Figure 1. Floorplan with the power grid.
Bar = 50 um. Pins as bars on the die edge.
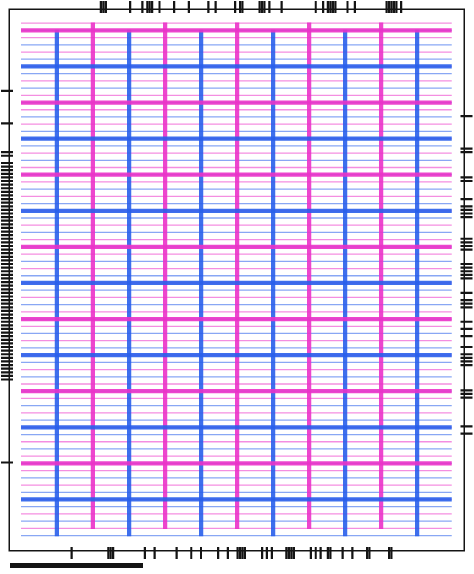
Figure 2. Placement by cell class.
Bar = 50 um.
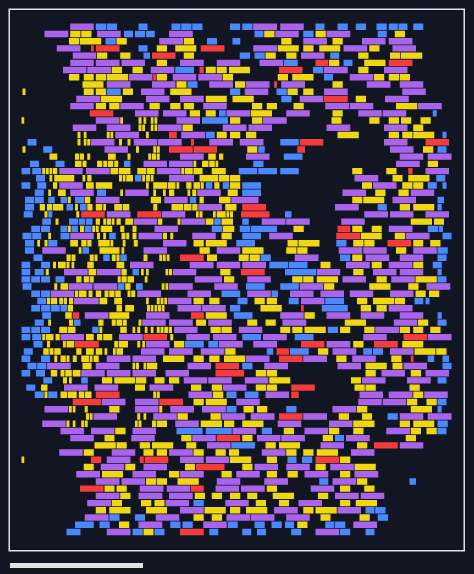
File: config.mk
export PLATFORM = sky130hd
export DESIGN_NAME = ifetch_queue
export DESIGN_NICKNAME = d
export VERILOG_FILES = /design/src/rtl/ifetch_queue_pkg.sv /design/src/rtl/ifetch_queue_fetch_fifo.sv /design/src/rtl/ifetch_queue.sv
export SDC_FILE = /design/constraint.sdc
export NUM_CORES = 1
export LEC_CHECK = 0
export ABC_AREA = 0
export CAP_MARGIN = 20
export CORE_ASPECT_RATIO = 1.2
export CORE_MARGIN = 4
export CORE_UTILIZATION = 45
export DETAILED_ROUTE_END_ITERATION = 6
export PLACE_DENSITY_LB_ADDON = 0.25
export SETUP_SLACK_MARGIN = 0.15
export SYNTH_ARGS = -nofsm -noshare
export SYNTH_HDL_FRONTEND = slang
export SYNTH_SLANG_ARGS = --single-unit
File: constraint.sdc
create_clock -name clock -period 2.5 [get_ports clock]
set_input_delay 0.5 -clock clock [delete_from_list [all_inputs] [get_ports clock]]
set_output_delay 0.5 -clock clock [all_outputs]
set_load 0.02 [all_outputs]
File: src/rtl/ifetch_queue_pkg.sv
// Shared fetch-path definitions: fetch FSM encodings, default reset PC and
// the word-alignment helper used on redirect targets.
package ifetch_queue_pkg;

  localparam logic [1:0] FETCH_IDLE = 2'd0;
  localparam logic [1:0] FETCH_WAIT = 2'd1;
  localparam logic [1:0] FETCH_KILL = 2'd2;

  localparam logic [31:0] RESET_PC_DEFAULT = 32'h0040_0000;

  // Instruction addresses carry no byte offset; any set low bit is an error.
  function automatic logic isMisaligned(input logic [1:0] lowBits);
    return |lowBits;
  endfunction

endpackage

File: src/rtl/ifetch_queue_fetch_fifo.sv
// Synchronous FIFO holding fetched {instruction, pc} entries; the head is
// visible combinationally and clear empties it in one cycle.
module ifetch_queue_fetch_fifo #(
  parameter int unsigned DEPTH = 4,
  parameter int unsigned WIDTH = 64,
  localparam int unsigned PTR_W = $clog2(DEPTH),
  localparam int unsigned CNT_W = $clog2(DEPTH + 1)
) (
  input  logic             clock,
  input  logic             reset_n,
  input  logic             enq,
  input  logic [WIDTH-1:0] enqData,
  input  logic             deq,
  input  logic             clear,
  output logic [CNT_W-1:0] count,
  output logic             empty,
  output logic [WIDTH-1:0] headData
);

  logic [WIDTH-1:0] mem [DEPTH];
  logic [PTR_W-1:0] wrPtr;
  logic [PTR_W-1:0] rdPtr;
  logic             doEnq;
  logic             doDeq;

  assign empty    = (count == '0);
  assign doDeq    = deq & ~empty;
  assign doEnq    = enq & ((count != CNT_W'(DEPTH)) | doDeq);
  assign headData = mem[rdPtr];

  always_ff @(posedge clock or negedge reset_n) begin
    if (!reset_n) begin
      wrPtr <= '0;
      rdPtr <= '0;
      count <= '0;
      for (int i = 0; i < int'(DEPTH); i++) begin
        mem[i] <= '0;
      end
    end else if (clear) begin
      wrPtr <= '0;
      rdPtr <= '0;
      count <= '0;
    end else begin
      if (doEnq) begin
        mem[wrPtr] <= enqData;
        wrPtr      <= wrPtr + PTR_W'(1);
      end
      if (doDeq) begin
        rdPtr <= rdPtr + PTR_W'(1);
      end
      case ({doEnq, doDeq})
        2'b10:   count <= count + CNT_W'(1);
        2'b01:   count <= count - CNT_W'(1);
        default: count <= count;
      endcase
    end
  end

endmodule

File: src/rtl/ifetch_queue.sv
// Instruction-fetch front end: owns the fetch PC, keeps one memory request in
// flight, buffers responses for decode and restarts on redirect.
module ifetch_queue
  import ifetch_queue_pkg::*;
#(
  parameter int unsigned       ADDR_W   = 32,
  parameter int unsigned       INST_W   = 32,
  parameter int unsigned       DEPTH    = 4,
  parameter logic [ADDR_W-1:0] RESET_PC = ADDR_W'(RESET_PC_DEFAULT)
) (
  input  logic              clock,
  input  logic              reset_n,
  output logic              imem_req,
  output logic [ADDR_W-1:0] imem_addr,
  input  logic              imem_gnt,
  input  logic              imem_rvalid,
  input  logic [INST_W-1:0] imem_rdata,
  output logic              inst_valid,
  output logic [INST_W-1:0] inst,
  output logic [ADDR_W-1:0] inst_pc,
  input  logic              inst_ready,
  input  logic              redirect,
  input  logic [ADDR_W-1:0] redirect_pc,
  input  logic              halt,
  output logic              err_misalign
);

  localparam int unsigned CNT_W   = $clog2(DEPTH + 1);
  localparam int unsigned ENTRY_W = INST_W + ADDR_W;

  logic [1:0]         stateQ;
  logic [1:0]         stateD;
  logic [ADDR_W-1:0]  fetchPcQ;
  logic [ADDR_W-1:0]  fetchPcD;
  logic [ADDR_W-1:0]  reqPcQ;
  logic               errMisalignQ;
  logic               reqFire;
  logic               rspAccept;
  logic               popHead;
  logic               fifoEmpty;
  logic [CNT_W-1:0]   fifoCount;
  logic [ENTRY_W-1:0] headData;

  // Space is reserved at issue time, so an accepted response always fits.
  assign imem_req = reset_n & (stateQ == FETCH_IDLE) & ~halt & ~redirect &
                    (fifoCount < CNT_W'(DEPTH));
  assign imem_addr    = fetchPcQ;
  assign reqFire      = imem_req & imem_gnt;
  assign rspAccept    = (stateQ == FETCH_WAIT) & imem_rvalid & ~redirect;
  assign popHead      = ~fifoEmpty & inst_ready & ~redirect;
  assign inst_valid   = ~fifoEmpty;
  assign {inst, inst_pc} = headData;
  assign err_misalign = errMisalignQ;

  ifetch_queue_fetch_fifo #(
    .DEPTH (DEPTH),
    .WIDTH (ENTRY_W)
  ) u_fetch_fifo (
    .clock    (clock),
    .reset_n  (reset_n),
    .enq      (rspAccept),
    .enqData  ({imem_rdata, reqPcQ}),
    .deq      (popHead),
    .clear    (redirect),
    .count    (fifoCount),
    .empty    (fifoEmpty),
    .headData (headData)
  );

  // A redirect turns a still-pending response into one that must be dropped.
  always_comb begin
    stateD = stateQ;
    if (redirect) begin
      case (stateQ)
        FETCH_WAIT: stateD = imem_rvalid ? FETCH_IDLE : FETCH_KILL;
        FETCH_KILL: stateD = imem_rvalid ? FETCH_IDLE : FETCH_KILL;
        default:    stateD = FETCH_IDLE;
      endcase
    end else begin
      case (stateQ)
        FETCH_IDLE: if (reqFire) stateD = FETCH_WAIT;
        FETCH_WAIT: if (imem_rvalid) stateD = FETCH_IDLE;
        FETCH_KILL: if (imem_rvalid) stateD = FETCH_IDLE;
        default:    stateD = FETCH_IDLE;
      endcase
    end
  end

  always_comb begin
    fetchPcD = fetchPcQ;
    if (redirect) begin
      fetchPcD = {redirect_pc[ADDR_W-1:2], 2'b00};
    end else if (reqFire) begin
      fetchPcD = fetchPcQ + ADDR_W'(4);
    end
  end

  always_ff @(posedge clock or negedge reset_n) begin
    if (!reset_n) begin
      stateQ       <= FETCH_IDLE;
      fetchPcQ     <= RESET_PC;
      reqPcQ       <= '0;
      errMisalignQ <= 1'b0;
    end else begin
      stateQ       <= stateD;
      fetchPcQ     <= fetchPcD;
      errMisalignQ <= redirect & isMisaligned(redirect_pc[1:0]);
      if (reqFire) begin
        reqPcQ <= fetchPcQ;
      end
    end
  end

endmodule

==> impl_metrics.py <==
# Generated from Yosys and OpenROAD reports
metrics = {
    "critical_path": {
        "r2r_slack_ns": 0.40,
        "rr_worst_depth": 8,
        "end_kind": "output pin",
        "cp_slowest_cell": "dfrtp_4",
        "crit_required_ns": 2.00,
        "cp_num_buf_inv": 4,
        "worstSetupPathDepth": 5,
        "cp-endpoint": "inst_pc[23]",
        "critical_path_class": "reg2out",
        "crit_path_frequent_cell": "buf_12",
        "cp_cell_sequence": "buf_12 -> buf_12 -> buf_8 -> mux4_2 -> buf_6",
        "path_max_fanout": 5,
        "r2r-end": "u_fetch_fifo.count[2]",
        "critical_path.startpoint": "u_fetch_fifo.rdPtr[0]",
        "reg2reg_from": "u_fetch_fifo.count[2]",
        "crit_path_max_incr_delay_ns": 0.53,
        "crit_family": "buffers and inverters",
    },
    "cts": {
        "htreeDepth": 2,
        "cts_resized": 318,
        "clk_pin_slew_ns": 0.07,
        "cts_buffer_depth": 3,
        "cts_setup_buffers": 12,
        "clk_latency_ns": 0.53,
        "cts_hold_buf": 0,
        "numCtsBuffers": 35,
    },
    "power": {
        "p_leak_nw": 8.59,
        "p_int_mw": 10.5,
        "power_frac_comb_pct": 22.4,
        "p_clk_mw": 5.17,
        "p_sw_share_pct": 27.3,
        "p_seq_mw": 6.08,
        "maxPowerGroup": "sequential cells",
        "clockPowerShare_pct": 35.7,
        "pwr_density_cell_nw_per_um2": 793,
        "seq_power_share_pct": 41.9,
    },
    "yosys": {
        "ys_sh_mux_pct": 29.4,
        "ys_sh_simple_pct": 6.76,
        "yosys_warnings": 0,
        "synth_chip_area_um2": 14300,
        "yosys_cells": 995,
        "common_cells": "317 x dfrtp_1, 232 x mux2_2, 116 x nand2_1",
        "synth.cell_area_um2": 14300,
        "top_area_share_pct": 55.3,
        "flop_cell": "dfrtp_1",
        "top_area_cell": "dfrtp_1",
        "xor_area_share_pct": 0.550,
        "ys_types": 58,
        "numSynthFlops": 318,
        "top_logic_kind": "multiplexers",
        "async_flop_share_pct": 100,
        "synth-edff-count": 0,
        "aoi_share_pct": 3.53,
        "seq_area_frac_synth_pct": 55.5,
    },
    "outcome": {
        "status": "finished, violations left",
        "violations": "hold timing, setup timing",
    },
    "placed_design": {
        "post-place-ws_ns": -0.145,
        "dp.cells": 1550,
        "hpwl_um": 21300,
        "routabilityCongestion": 0.818,
    },
    "layout": {
        "largest_class": "registers",
        "layout.cells.non_filler": 1633,
        "comb_area_share_pct": 32.4,
        "buffer_area_share_pct": 14.8,
        "regArea_um2": 7970,
        "logic_gate_count": 606,
        "synthToLayoutAreaGrowth_pct": 27.5,
        "seq_cells": 318,
        "layout_top_cell": "dfrtp_1",
        "largest_reg_flops": 248,
        "drive_gt1_share_pct": 41.2,
        "fin_util_pct": 58.3,
        "logic_area_um2": 5920,
    },
    "floorplanning": {
        "fp-utilization_pct": 45.7,
        "rows": 71,
        "die_x_um": 171,
        "core_area_um2": 31400,
        "ios": 170,
        "die_area_um2": 34800,
    },
    "drt": {
        "drtAntennaViolNets": 0,
        "drt_first_iter_violations": 492,
        "dr.pass1.iters": 4,
        "drc": 0,
        "routedWlPerCell_um": 19.9,
        "vias_per_cell": 5.50,
        "wl_met3_um": 1540,
        "maxUsedRoutingLayer": "met4",
    },
    "grt": {
        "antenna_found_initial": 0,
        "top_usage_layer": "met2",
        "grtUsageTotal_pct": 19.3,
        "grt.met3_usage_pct": 3.43,
        "met1_usage_pct": 27.4,
        "grt_use_met2_pct": 31.1,
        "grt_first_pass_wirelength_um": 53800,
        "overflow": 0,
    },
    "run": {
        "maxCapViolCount": 0,
        "warnings": 32,
    },
    "final_timing": {
        "hold_viol": 1,
        "whs_ns": -0.00142,
        "tns_ns": -0.990,
        "tightestPinTransition_ns": 0.832,
        "rsz0062_at_grt": "yes",
        "worst_slack_ns": -0.0675,
        "finalSetupViolCount": 26,
        "period_used_pct": 103,
    },
    "min_path": {
        "hold_path.class": "in2async",
    },
}
Notes on Figure 1 above:
- VSS: blue
- VDD: magenta
- met1 rails: 72
- met4 straps: 11
Worst VDD drop: 0.604 mV
Vert. Die Dim: 204 um

Notes on Figure 2 above:
- other buffers and delay cells: blue (cells 240; share of their area 15%)
- clock drivers and dummy loads: red (cells 58; share of their area 6.5%)
- flops: purple (cells 318; share of their area 45%)
- combinational and other logic: yellow (cells 616; share of their area 34%)

Power and IR drop assume default switching activity.
